--- config.mk ---
export PLATFORM = sky130hd
export DESIGN_NAME = mem_arbiter_flat
export DESIGN_NICKNAME = d
export VERILOG_FILES = /design/src/rtl/mem_arbiter_if.sv /design/src/rtl/mem_arbiter.sv /design/src/flat_wrapper.sv
export SDC_FILE = /design/constraint.sdc
export NUM_CORES = 1
export LEC_CHECK = 0
export CAP_MARGIN = 10
export CORE_MARGIN = 2
export CORE_UTILIZATION = 30
export CTS_BUF_LIST = sky130_fd_sc_hd__clkbuf_16
export CTS_CLUSTER_SIZE = 12
export DETAILED_ROUTE_END_ITERATION = 10
export PLACE_DENSITY = 0.61
export SETUP_SLACK_MARGIN = 0.05
export SLEW_MARGIN = 0
export SYNTH_ARGS = -nofsm -noshare
export SYNTH_HDL_FRONTEND = slang
export SYNTH_SLANG_ARGS = --single-unit
export TNS_END_PERCENT = 1
--- constraint.sdc ---
create_clock -name clock -period 2.8 [get_ports clock]
set_clock_uncertainty 0.05 [all_clocks]
set_input_delay 0.56 -clock clock [delete_from_list [all_inputs] [get_ports clock]]
set_output_delay 0.56 -clock clock [all_outputs]
set_load 0.05 [all_outputs]
--- src/rtl/mem_arbiter_if.sv ---
// Shared-memory arbiter bus: instruction-cache, data-cache and main-memory signals.
// slave is the arbiter side; master is the caches/memory side.
interface mem_arbiter_if #(
  parameter int ADDR_W = 6,
  parameter int DATA_W = 32
);
  logic              i_read;
  logic [ADDR_W-1:0] i_address;
  logic [DATA_W-1:0] i_readdata;
  logic              i_busywait;

  logic              d_read;
  logic              d_write;
  logic [ADDR_W-1:0] d_address;
  logic [DATA_W-1:0] d_writedata;
  logic [DATA_W-1:0] d_readdata;
  logic              d_busywait;

  logic              mem_read;
  logic              mem_write;
  logic [ADDR_W-1:0] mem_address;
  logic [DATA_W-1:0] mem_writedata;
  logic [DATA_W-1:0] mem_readdata;
  logic              mem_busywait;

  modport slave (
    input  i_read, i_address, d_read, d_write, d_address, d_writedata,
           mem_readdata, mem_busywait,
    output i_readdata, i_busywait, d_readdata, d_busywait,
           mem_read, mem_write, mem_address, mem_writedata
  );

  modport master (
    output i_read, i_address, d_read, d_write, d_address, d_writedata,
           mem_readdata, mem_busywait,
    input  i_readdata, i_busywait, d_readdata, d_busywait,
           mem_read, mem_write, mem_address, mem_writedata
  );
endinterface

--- src/rtl/mem_arbiter.sv ---
// Arbitrates instruction- and data-cache block transfers onto one main memory.
// Define MEM_ARB_ROUND_ROBIN_EN for round-robin on contention; default is fixed D priority.
module mem_arbiter #(
  parameter int ADDR_W = 6,
  parameter int DATA_W = 32
) (
  input  logic           clock,
  input  logic           reset,
  mem_arbiter_if.slave   bus
);

  typedef enum logic [1:0] {IDLE, GRANT_I, GRANT_D, RELEASE} state_t;
  typedef enum logic {REQ_I, REQ_D} req_t;

  state_t state;
  req_t   owner;
  logic   held;
  logic   i_req;
  logic   d_req;
  logic   pick_d;

`ifdef MEM_ARB_ROUND_ROBIN_EN
  req_t   last_grant;
`endif

  assign i_req = bus.i_read;
  assign d_req = bus.d_read | bus.d_write;

  // Busywait drops only during the release cycle of the requester that owned the transfer.
  assign bus.i_busywait = i_req & ~((state == RELEASE) & (owner == REQ_I));
  assign bus.d_busywait = d_req & ~((state == RELEASE) & (owner == REQ_D));

  always_comb begin
    pick_d = d_req;
`ifdef MEM_ARB_ROUND_ROBIN_EN
    if (i_req && d_req)
      pick_d = (last_grant == REQ_I);
`endif
  end

  always_ff @(posedge clock or negedge reset) begin
    if (!reset) begin
      state             <= IDLE;
      owner             <= REQ_D;
      held              <= 1'b0;
      bus.i_readdata    <= '0;
      bus.d_readdata    <= '0;
      bus.mem_read      <= 1'b0;
      bus.mem_write     <= 1'b0;
      bus.mem_address   <= '0;
      bus.mem_writedata <= '0;
`ifdef MEM_ARB_ROUND_ROBIN_EN
      last_grant        <= REQ_D;
`endif
    end else begin
      case (state)
        IDLE: begin
          if (i_req || d_req) begin
            held <= 1'b0;
            if (pick_d) begin
              state             <= GRANT_D;
              bus.mem_write     <= bus.d_write;
              bus.mem_read      <= ~bus.d_write;
              bus.mem_address   <= bus.d_address;
              bus.mem_writedata <= bus.d_write ? bus.d_writedata : '0;
            end else begin
              state             <= GRANT_I;
              bus.mem_read      <= 1'b1;
              bus.mem_write     <= 1'b0;
              bus.mem_address   <= bus.i_address;
              bus.mem_writedata <= '0;
            end
          end
        end

        // The grant is held to completion even if the requester withdraws.
        GRANT_I, GRANT_D: begin
          if (!held) begin
            held <= 1'b1;
          end else if (!bus.mem_busywait) begin
            state <= RELEASE;
            owner <= (state == GRANT_D) ? REQ_D : REQ_I;
`ifdef MEM_ARB_ROUND_ROBIN_EN
            last_grant <= (state == GRANT_D) ? REQ_D : REQ_I;
`endif
            if (state == GRANT_I)
              bus.i_readdata <= bus.mem_readdata;
            else if (bus.mem_read)
              bus.d_readdata <= bus.mem_readdata;
            bus.mem_read      <= 1'b0;
            bus.mem_write     <= 1'b0;
            bus.mem_address   <= '0;
            bus.mem_writedata <= '0;
          end
        end

        RELEASE: state <= IDLE;

        default: state <= IDLE;
      endcase
    end
  end

endmodule

--- src/flat_wrapper.sv ---
// flat-port wrapper written by rule: the top's interface ports become plain ports
module mem_arbiter_flat 
#(
  parameter int ADDR_W = 6,
  parameter int DATA_W = 32
)
  (clock, reset, bus_i_read, bus_i_address, bus_d_read, bus_d_write, bus_d_address, bus_d_writedata, bus_mem_readdata, bus_mem_busywait, bus_i_readdata, bus_i_busywait, bus_d_readdata, bus_d_busywait, bus_mem_read, bus_mem_write, bus_mem_address, bus_mem_writedata);
  mem_arbiter_if #(.ADDR_W(ADDR_W), .DATA_W(DATA_W)) bus_i ();
  input  logic clock;
  input  logic reset;
  input wire logic [$bits(bus_i.i_read)-1:0] bus_i_read;
  input wire logic [$bits(bus_i.i_address)-1:0] bus_i_address;
  input wire logic [$bits(bus_i.d_read)-1:0] bus_d_read;
  input wire logic [$bits(bus_i.d_write)-1:0] bus_d_write;
  input wire logic [$bits(bus_i.d_address)-1:0] bus_d_address;
  input wire logic [$bits(bus_i.d_writedata)-1:0] bus_d_writedata;
  input wire logic [$bits(bus_i.mem_readdata)-1:0] bus_mem_readdata;
  input wire logic [$bits(bus_i.mem_busywait)-1:0] bus_mem_busywait;
  output wire logic [$bits(bus_i.i_readdata)-1:0] bus_i_readdata;
  output wire logic [$bits(bus_i.i_busywait)-1:0] bus_i_busywait;
  output wire logic [$bits(bus_i.d_readdata)-1:0] bus_d_readdata;
  output wire logic [$bits(bus_i.d_busywait)-1:0] bus_d_busywait;
  output wire logic [$bits(bus_i.mem_read)-1:0] bus_mem_read;
  output wire logic [$bits(bus_i.mem_write)-1:0] bus_mem_write;
  output wire logic [$bits(bus_i.mem_address)-1:0] bus_mem_address;
  output wire logic [$bits(bus_i.mem_writedata)-1:0] bus_mem_writedata;
  assign bus_i.i_read = bus_i_read;
  assign bus_i.i_address = bus_i_address;
  assign bus_i.d_read = bus_d_read;
  assign bus_i.d_write = bus_d_write;
  assign bus_i.d_address = bus_d_address;
  assign bus_i.d_writedata = bus_d_writedata;
  assign bus_i.mem_readdata = bus_mem_readdata;
  assign bus_i.mem_busywait = bus_mem_busywait;
  assign bus_i_readdata = bus_i.i_readdata;
  assign bus_i_busywait = bus_i.i_busywait;
  assign bus_d_readdata = bus_i.d_readdata;
  assign bus_d_busywait = bus_i.d_busywait;
  assign bus_mem_read = bus_i.mem_read;
  assign bus_mem_write = bus_i.mem_write;
  assign bus_mem_address = bus_i.mem_address;
  assign bus_mem_writedata = bus_i.mem_writedata;
  mem_arbiter #(.ADDR_W(ADDR_W), .DATA_W(DATA_W)) u_core (.clock(clock), .reset(reset), .bus(bus_i));
endmodule
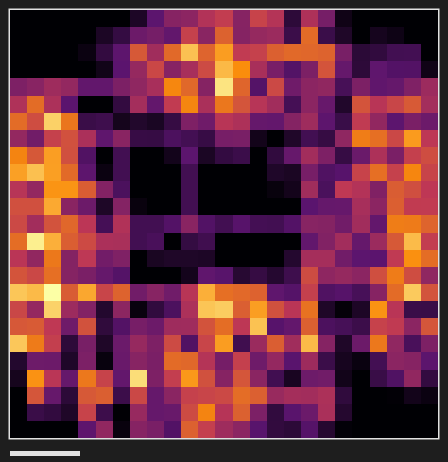
Figure 1: run 1, wire density map.
Bar = 20 µm. The die is cut into 25 by 25 equal tiles; black is low, pale yellow is high, scaled to the fullest tile. Values are wire area over tile area, all layers added.
tiles over half the peak = 27%
emptiest ninth of the die = center
fullest tile = 0.33
nearly empty tiles = 15%
mean over tiles = 0.11

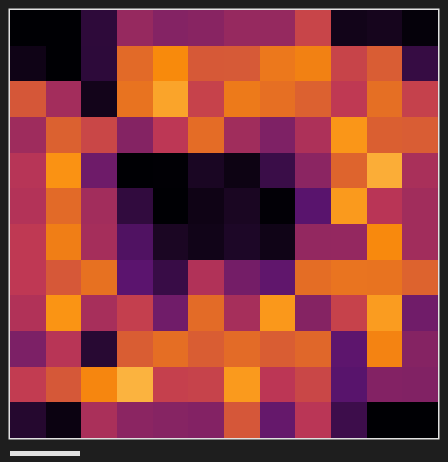
Figure 2: run 1, cell area per tile.
Bar = 20 µm. The die is cut into 12 by 12 equal tiles; black is low, pale yellow is high, 0 to 100% covered.
nearly empty tiles = 6.9%
fullest tile = 84%
tiles over 75% full = 6.9%
mean over tiles = 43%
emptiest ninth of the die = center

==> impl_metrics.yaml, run 1 <==
# synthesis and place-and-route metrics
status:
  status: "complete, no violations"
yosys:
  adder_share: 0.01483
  largest_area_cell: "dfrtp_1"
  ys_cells: 275
  mux_share: 0.1901
  ys_ff: 108
  yosys.area_share.xor_xnor: 0
  avgSynthCellArea_um2: 15.34
  synthesis.nets: 362
  ys_area_um2: 4219
  simple_gate_area_frac: 0.02017
  most_common_cell: "dfrtp_1"
  ys_types: 33
  edf_count: 0
  synth_area_um2: 4219
  top_area_frac: 0.6346
  ys_seq_share: 0.6409
  ys_top_cells_by_count: "107 x dfrtp_1, 63 x mux2_2, 33 x a22o_1, 11 x buf_2"
  ff_type: "dfrtp_1"
  area_leaders: "dfrtp_1 63%, mux2_2 17%, a22o_1 6.9%"
  synth_warnings: 0
  postSynth.asyncResetShare: 1.000
  ys_top_logic_family: "multiplexers"
  compound_area_frac: 0.1050
  syn_inst: 275
finish:
  fillers: 1198
  regArea_um2: 2704
  fin_nets: 551
  layout_top_cell: "clkdlybuf4s50_1"
  drive_above_1_share: 0.2004
  area_growth_pct: 56.76
  num_antenna_cells: 0
  final_util: 0.4783
  layout_top_cells: "184 x clkdlybuf4s50_1, 107 x dfrtp_1, 63 x mux2_2"
  comb_area_um2: 1399
timing:
  maxSlewViolCount: 0
  finalHoldViolCount: 0
  tightest_slew_ns: 0.8136
  finalSetupViolCount: 0
  min_period_ns: 2.200
  fmaxAchievable_mhz: 454.5
  maxSlewHeadroom: 0.4576
  tns_ns: 0
  period_used_share: 0.7858
  rsz0062_at_grt: "no"
detailed_routing:
  post_drt_wl_per_cell_um: 15.80
  wl_met3_um: 795
  route.met2.wl_um: 4746
  wl_met1_um: 4497
  drc: 0
  wirelength_um: 10250
  top_layer: "met4"
  antenna_left: 0
  drtPass1Iterations: 6
  num_vias: 2978
  viasPerCell: 4.589
  first_iter_violations: 100
clock_network:
  ctsResizeCount: 0
  insertion_delay_ns: 0.34
  post_cts_buffers: 0
  cts.sinks: 108
  ctsLongestPathBuffers: 2
  cts_tree: "yes"
  cts_hold_buf: 0
  cts_htree_levels: 3
  cts_root_buffer: "clkbuf_16"
  cts_buffers: 9
  path_clk_slew_ns: 0.07
placement:
  port_buffers: 187
  place_congestion: 0.7488
  dp_hpwl_um: 7273
die:
  dieArea_um2: 15030
  rows: 43
  die_y_um: 122.6
  ios: 188
  fp-utilization: 0.3051
  fp.coreArea_um2: 13830
  die_x_um: 122.6
setup_path:
  reg2reg_to: "u_core.bus.d_readdata[28]"
  ff2ff_path_depth: 6
  crit_type: "input port to output port"
  arrival_ns: 1.59
  path_max_fanout: 7
  r2r-start: "u_core.state[0]"
  worstPathRequired_ns: 2.19
  critical_path.startpoint_type: "input port"
  r2r_slack_ns: 0.64
  cp-end-kind: "output port"
grt:
  grt_pass1_vias: 3254
  grt_pass1_wl_um: 16260
  use_met3: 0.04275
  gr-usage-all-layers: 0.1404
  grt_busiest_layer: "met2"
  antenna_found_initial: 0
  grt_overflow: 0
  grt_use_met1: 0.1746
  grt_use_met2: 0.2250
  grt_max_degree: 64
hold_path:
  hold_path_class: "input port to asynchronous set/reset pin"
job:
  warnings: 30
  maxCapViolations: 0
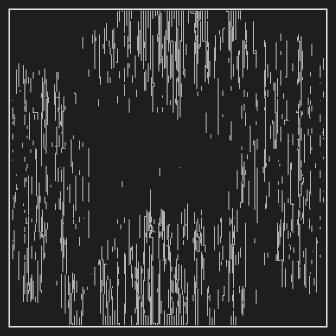
Figure 3: run 1, the metal 2 layer.
wire length on this layer = 4750 µm
main direction = vertical
longest straight run = 29.9 µm

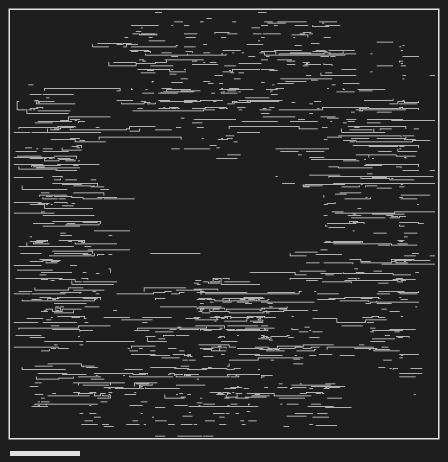
Figure 4: run 1, metal 1.
Bar = 20 µm.
longest straight run = 29.9 µm
main direction = horizontal
share of all routed wire = 44%
wire length on this layer = 4500 µm
nets with wire on the layer = 452

[run 1: sequential cells by signal, indices dropped and copies added (netlist names), 2 cells and up]
signal	count
u_core.bus.d_readdata	32
u_core.bus.i_readdata	32
u_core.bus.mem_address	6
u_core.bus.mem_writedata	32
u_core.state	2
[run 1: worst max-delay path by stage]
stage               cells past startpoint                      endpoint                 from  slack [ns]
floorplan                               2                bus_d_busywait           bus_d_read        0.70
global placement                        5   u_core.bus.mem_writedata[2]          bus_d_write        0.55
detailed placement                      5  u_core.bus.mem_writedata[26]          bus_d_write        0.50
CTS                                     1                  bus_mem_read  u_core.bus.mem_read        0.58
global route                            6     u_core.bus.d_readdata[24]      u_core.state[0]        0.46
finish                                  4                bus_d_busywait          bus_d_write        0.60
[run 1: through the flow]
step                      instances  setup slack, ns  hold slack [ns]  instance area (µm²)
after floorplan                 275           0.7016           0.2144                 4219
after CTS                       649           0.5789           0.2830                 6614
after global routing            649           0.4618           0.3235                 6614
final                           649           0.5997           0.2535                 6614
after detailed placement        633           0.5003           0.4275                 6321
after global placement          633           0.5536           0.4199                 6321
[run 1: worst max-delay path, cell delays in order]
cell and delay, ns:
clkdlybuf4s50_1 0.58, nor2_1 0.09, a21oi_1 0.13, buf_4 0.22
[run 1: layout make-up]
type,count,area share
flip-flops and latches,108,0.4088
inverters,7,0.003973
clock buffers,9,0.03405
repair buffers,194,0.2974
well taps,180,0.03405
clock inverters,7,0.01022
multi-input cells,144,0.2115
[run 1: cells by family (layout without fill, tap and decap cells)]
group	count (synthesis)	count (layout)
fa+ha+maj	5	5
buf+inv	23	217
mux	72	72
flops	108	108
compound gates	53	53
simple gates	14	14
Figure 5. Congestion heat map (run 1).
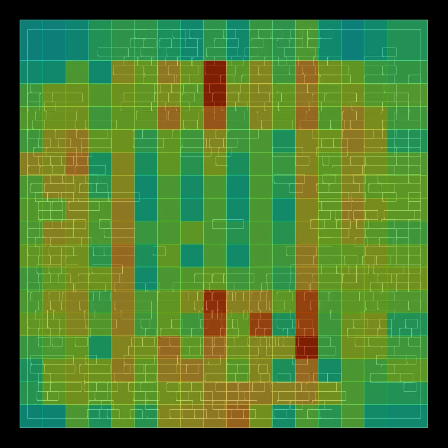

## Run 2: what changed since run 1
- clock period: 2.8 -> 2.2 ns (I/O delays scaled with it)
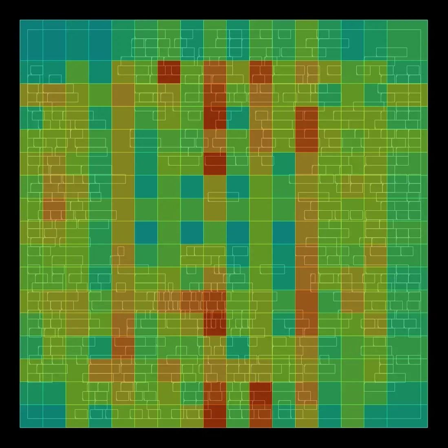
Figure 6: run 2, congestion heat map.
met3 Use GR: 0.04089
final core utilization: 0.4821
GR Util met1: 0.1813
most used routing layer: met2
met2 GRT Util: 0.2215

==> impl_metrics.yaml, run 2 <==
# synthesis and place-and-route metrics
status:
  status: "complete, no violations"
die:
  dieArea_um2: 15030
  die_x_um: 122.6
  fp.coreArea_um2: 13830
  rows: 43
setup_path:
  critical_path.startpoint_type: "register"
  worstSetupEndpoint: "bus_mem_writedata[5]"
  crit_type: "register to output port"
  cpLargestDelayFamily: "buffers and inverters"
  reg2reg_to: "u_core.bus.mem_writedata[21]"
  cp.buffers_inverters: 1
  r2r_slack_ns: 0.27
  r2r-start: "u_core.state[0]"
  path_cells: "clkdlybuf4s50_1"
  ff2ff_path_depth: 7
  cp_num_cells: 1
grt:
  grt_overflow: 0
  grt_pass1_vias: 3187
  grt_pass1_wl_um: 16300
yosys:
  ys_top_cells_by_count: "107 x dfrtp_1, 63 x mux2_2, 33 x a22o_1, 11 x buf_2"
  synth_area_um2: 4219
  avgSynthCellArea_um2: 15.34
  ys_cells: 275
  syn_inst: 275
  edf_count: 0
  top_area_frac: 0.6346
  ys_seq_share: 0.6409
  ff_type: "dfrtp_1"
  largest_area_cell: "dfrtp_1"
clock_network:
  cts_tree: "yes"
  cts_buffers: 9
  path_clk_slew_ns: 0.07
  post_cts_buffers: 0
  cts_root_buffer: "clkbuf_16"
  insertion_delay_ns: 0.34
  cts_htree_levels: 3
  ctsLongestPathBuffers: 2
timing:
  maxSlewHeadroom: 0.6390
  fmaxAchievable_mhz: 494.7
  min_period_ns: 2.021
  period_used_share: 0.9188
  rsz0062_at_grt: "no"
  tightest_slew_ns: 0.5398
finish:
  layout_top_cell: "clkdlybuf4s50_1"
  reg.largest.list: "u_core.bus.d_readdata (32), u_core.bus.i_readdata (32), u_core.bus.mem_writedata (32)"
  layout_top_cells: "182 x clkdlybuf4s50_1, 107 x dfrtp_1, 63 x mux2_2"
  fin_nets: 559
detailed_routing:
  drtPass1Iterations: 4
  first_iter_violations: 140
  wirelength_um: 10300
  num_vias: 3024
  viasPerCell: 4.610
  antenna_left: 0
  post_drt_wl_per_cell_um: 15.70
placement:
  place_inst: 640
  dp_hpwl_um: 7497
job:
  warnings: 30
  maxCapViolations: 0
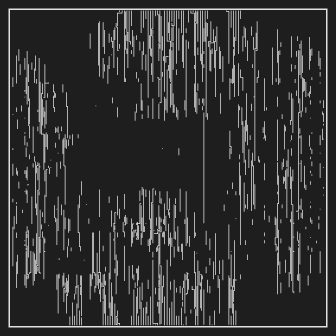
Figure 7: run 2, the metal 2 layer.
longest straight run = 43.5 µm
main direction = vertical
share of all routed wire = 48%
nets with wire on the layer = 510

-- run 2: cell counts after synthesis --
Identical to the previous run, type by type.
-- run 2: what timing repair did --
item	4_1_cts	5_1_grt
hold buffers	1	0
resized	0	0
endpoints found under the hold margin	17	0
-- run 2: cell type report --
cell class                      count  area [µm²]
Fill cell                        1187        7161
Sequential cell                   108        2704
Timing Repair Buffer              202        2037
Multi-Input combinational cell    144        1399
Clock buffer                        9       225.2
Tap cell                          180       225.2
Clock inverter                      6       50.05
Inverter                            7       26.28
-- run 2: layer usage --
metal  wire length [µm]  GRT usage  vias to the layer above
met1               4405     0.1813                     1490
li1                   -          -                     1400
met5                  0          0                        -
met3                800    0.04089                       13
met4                196    0.06106                        0
met2               4894     0.2215                      121
-- run 2: metrics by stage --
step | instance area (µm²) | utilization | worst slack, ns
2_1_floorplan | 4219 | - | 0.3159
3_3_place_gp | 6381 | 0.4615 | 0.1452
3_5_place_dp | 6381 | 0.4615 | 0.09228
4_1_cts | 6666 | 0.4821 | 0.1375
5_1_grt | 6666 | 0.4821 | 0.1198
6_report | 6666 | 0.4821 | 0.1786
-- run 2: cells by family (layout without fill, tap and decap cells) --
group           after synthesis  in the layout  synth area share
compound gates               53             53            0.1050
simple gates                 14             14           0.02017
buf+inv                      23            224           0.02906
fa+ha+maj                     5              5           0.01483
flops                       108            108            0.6409
mux                          72             72            0.1901
Figure 8. Wire density map (run 2).
Bar = 20 µm. The die is cut into 25 by 25 equal tiles; black is low, pale yellow is high, scaled to the fullest tile. Values are wire area over tile area, all layers added.
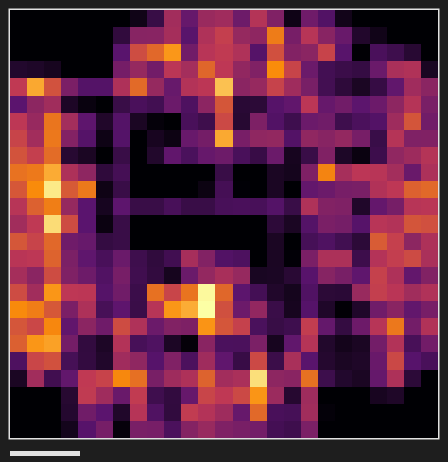

## Run 3: what changed since run 2
- PLACE_DENSITY: 0.61 -> 0.63
- clock period: 2.2 -> 1.7 ns (I/O delays scaled with it)
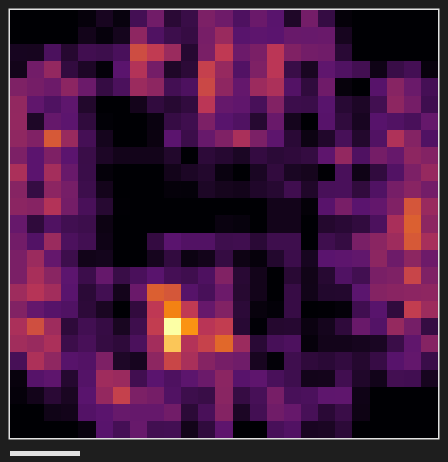
Figure 9: run 3, wire density map.
Bar = 20 µm. The die is cut into 25 by 25 equal tiles; black is low, pale yellow is high, scaled to the fullest tile. Values are wire area over tile area, all layers added.
tiles over half the peak = 4.2%
nearly empty tiles = 17%
emptiest ninth of the die = center
fullest tile = 0.54
mean over tiles = 0.11

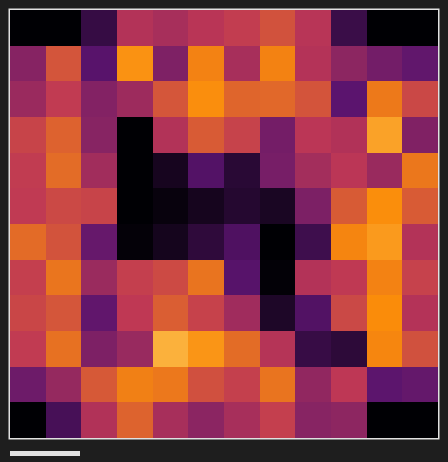
Figure 10: run 3, cell area per tile.
Bar = 20 µm. The die is cut into 12 by 12 equal tiles; black is low, pale yellow is high, 0 to 100% covered.
tiles over 75% full = 4.9%
emptiest ninth of the die = center
mean over tiles = 42%

==> impl_metrics.yaml, run 3 <==
# synthesis and place-and-route metrics
timing:
  finalWorstSetupSlack_ns: -0.09251
  min_period_ns: 1.793
  finalSetupViolCount: 73
  hold_slack_ns: 0.4504
  period_used_share: 1.054
  maxSlewHeadroom: 0.7900
  finalHoldViolCount: 0
  maxSlewViolCount: 0
  rsz0062_at_grt: "yes"
yosys:
  ys_top_cells_by_count: "107 x dfrtp_1, 63 x mux2_2, 33 x a22o_1, 11 x buf_2"
  top_area_frac: 0.6346
  ff_type: "dfrtp_1"
  edf_count: 0
  syn_inst: 275
  avgSynthCellArea_um2: 15.34
  synthesis.nets: 362
  area_leaders: "dfrtp_1 63%, mux2_2 17%, a22o_1 6.9%"
  ys_cells: 275
  ys_ff: 108
  postSynth.asyncResetShare: 1.000
  most_common_cell: "dfrtp_1"
  ys_area_um2: 4219
  ys_seq_share: 0.6409
  ys_types: 33
  synth_warnings: 0
detailed_routing:
  drtPass1Iterations: 4
  wirelength_um: 9952
  viasPerCell: 4.570
  post_drt_wl_per_cell_um: 15.01
  drc: 0
  first_iter_violations: 139
  antenna_left: 0
setup_path:
  path_max_fanout: 32
  cp.buffers_inverters: 2
  cpLargestDelayFamily: "buffers and inverters"
  r2r_slack_ns: -0.09
  cp-end-kind: "register"
  arrival_ns: 1.97
  cp_slowest_cell: "dfrtp_1"
  reg2reg_to: "u_core.bus.d_readdata[27]"
  path_cells: "buf_4 > ha_1 > nor3_4 > buf_12 > mux2_2"
clock_network:
  insertion_delay_ns: 0.34
  cts_buffers: 9
  cts_tree: "yes"
  cts.sinks: 108
  ctsLongestPathBuffers: 2
  cts_htree_levels: 3
hold_path:
  hold_path_class: "register to register"
grt:
  grt_overflow: 0
  grt_pass1_wl_um: 15610
  grt_max_degree: 62
  antenna_found_initial: 0
job:
  warnings: 33
  maxCapViolations: 0
finish:
  layout_top_cell: "buf_4"
  drive_above_1_share: 0.4493
  fin_nets: 565
  area_growth_pct: 55.81
  comb_area_um2: 1459
  regArea_um2: 2704
  post_layout_nonfiller_instances: 663
  fillers: 1211
placement:
  place_congestion: 0.8035
  dpl_cell_area_um2: 6226
  post-place-ws_ns: -0.2887
die:
  fp-utilization: 0.3051
  die_y_um: 122.6
  die_x_um: 122.6
  dieArea_um2: 15030
  fp.coreArea_um2: 13830
  rows: 43
status:
  status: "complete, but fails checks"
  violations: "setup timing"
## run 3: kinds of logic (layout without fill, tap and decap cells)
kind of cell | after synthesis | count (layout) | synth area share
AND-OR/OR-AND | 53 | 53 | 0.1050
adder cells (fa/ha/maj) | 5 | 5 | 0.01483
buffers and inverters | 23 | 231 | 0.02906
flip-flops | 108 | 108 | 0.6409
multiplexers | 72 | 72 | 0.1901
AND/OR/NAND/NOR | 14 | 14 | 0.02017
## run 3: final cells by class
type,instances,area share
inverter,7,0.003997
timing repair buffer,208,0.2861
clock buffer,9,0.03426
clock inverter,7,0.008184
tap,180,0.03426
multi-input combinational,144,0.2219
sequential,108,0.4113
## run 3: per-layer routing
metal,track usage,wire (µm)
met1,0.1722,4339
met2,0.2142,4793
met3,0.03671,736
met4,0.04598,83
met5,0,0
## run 3: worst max path at each step
stage / start / end
after detailed placement: bus_mem_busywait / u_core.bus.d_readdata[28]
after floorplan: u_core.state[0] / u_core.bus.d_readdata[11]
after global routing: u_core.state[0] / u_core.bus.d_readdata[21]
after global placement: bus_mem_busywait / u_core.bus.d_readdata[28]
final: u_core.state[0] / u_core.bus.d_readdata[27]
after CTS: u_core.state[1] / u_core.bus.d_readdata[27]
## run 3: timing repair
action | 4_1_cts | 5_1_grt
gates resized | 7 | 5
gates cloned | 0 | 0
endpoints found under the setup margin | 107 | 107
hold buffers | 1 | 0
buffers inserted | 0 | 0
endpoints found under the hold margin | 107 | 0
pin swaps | 5 | 17
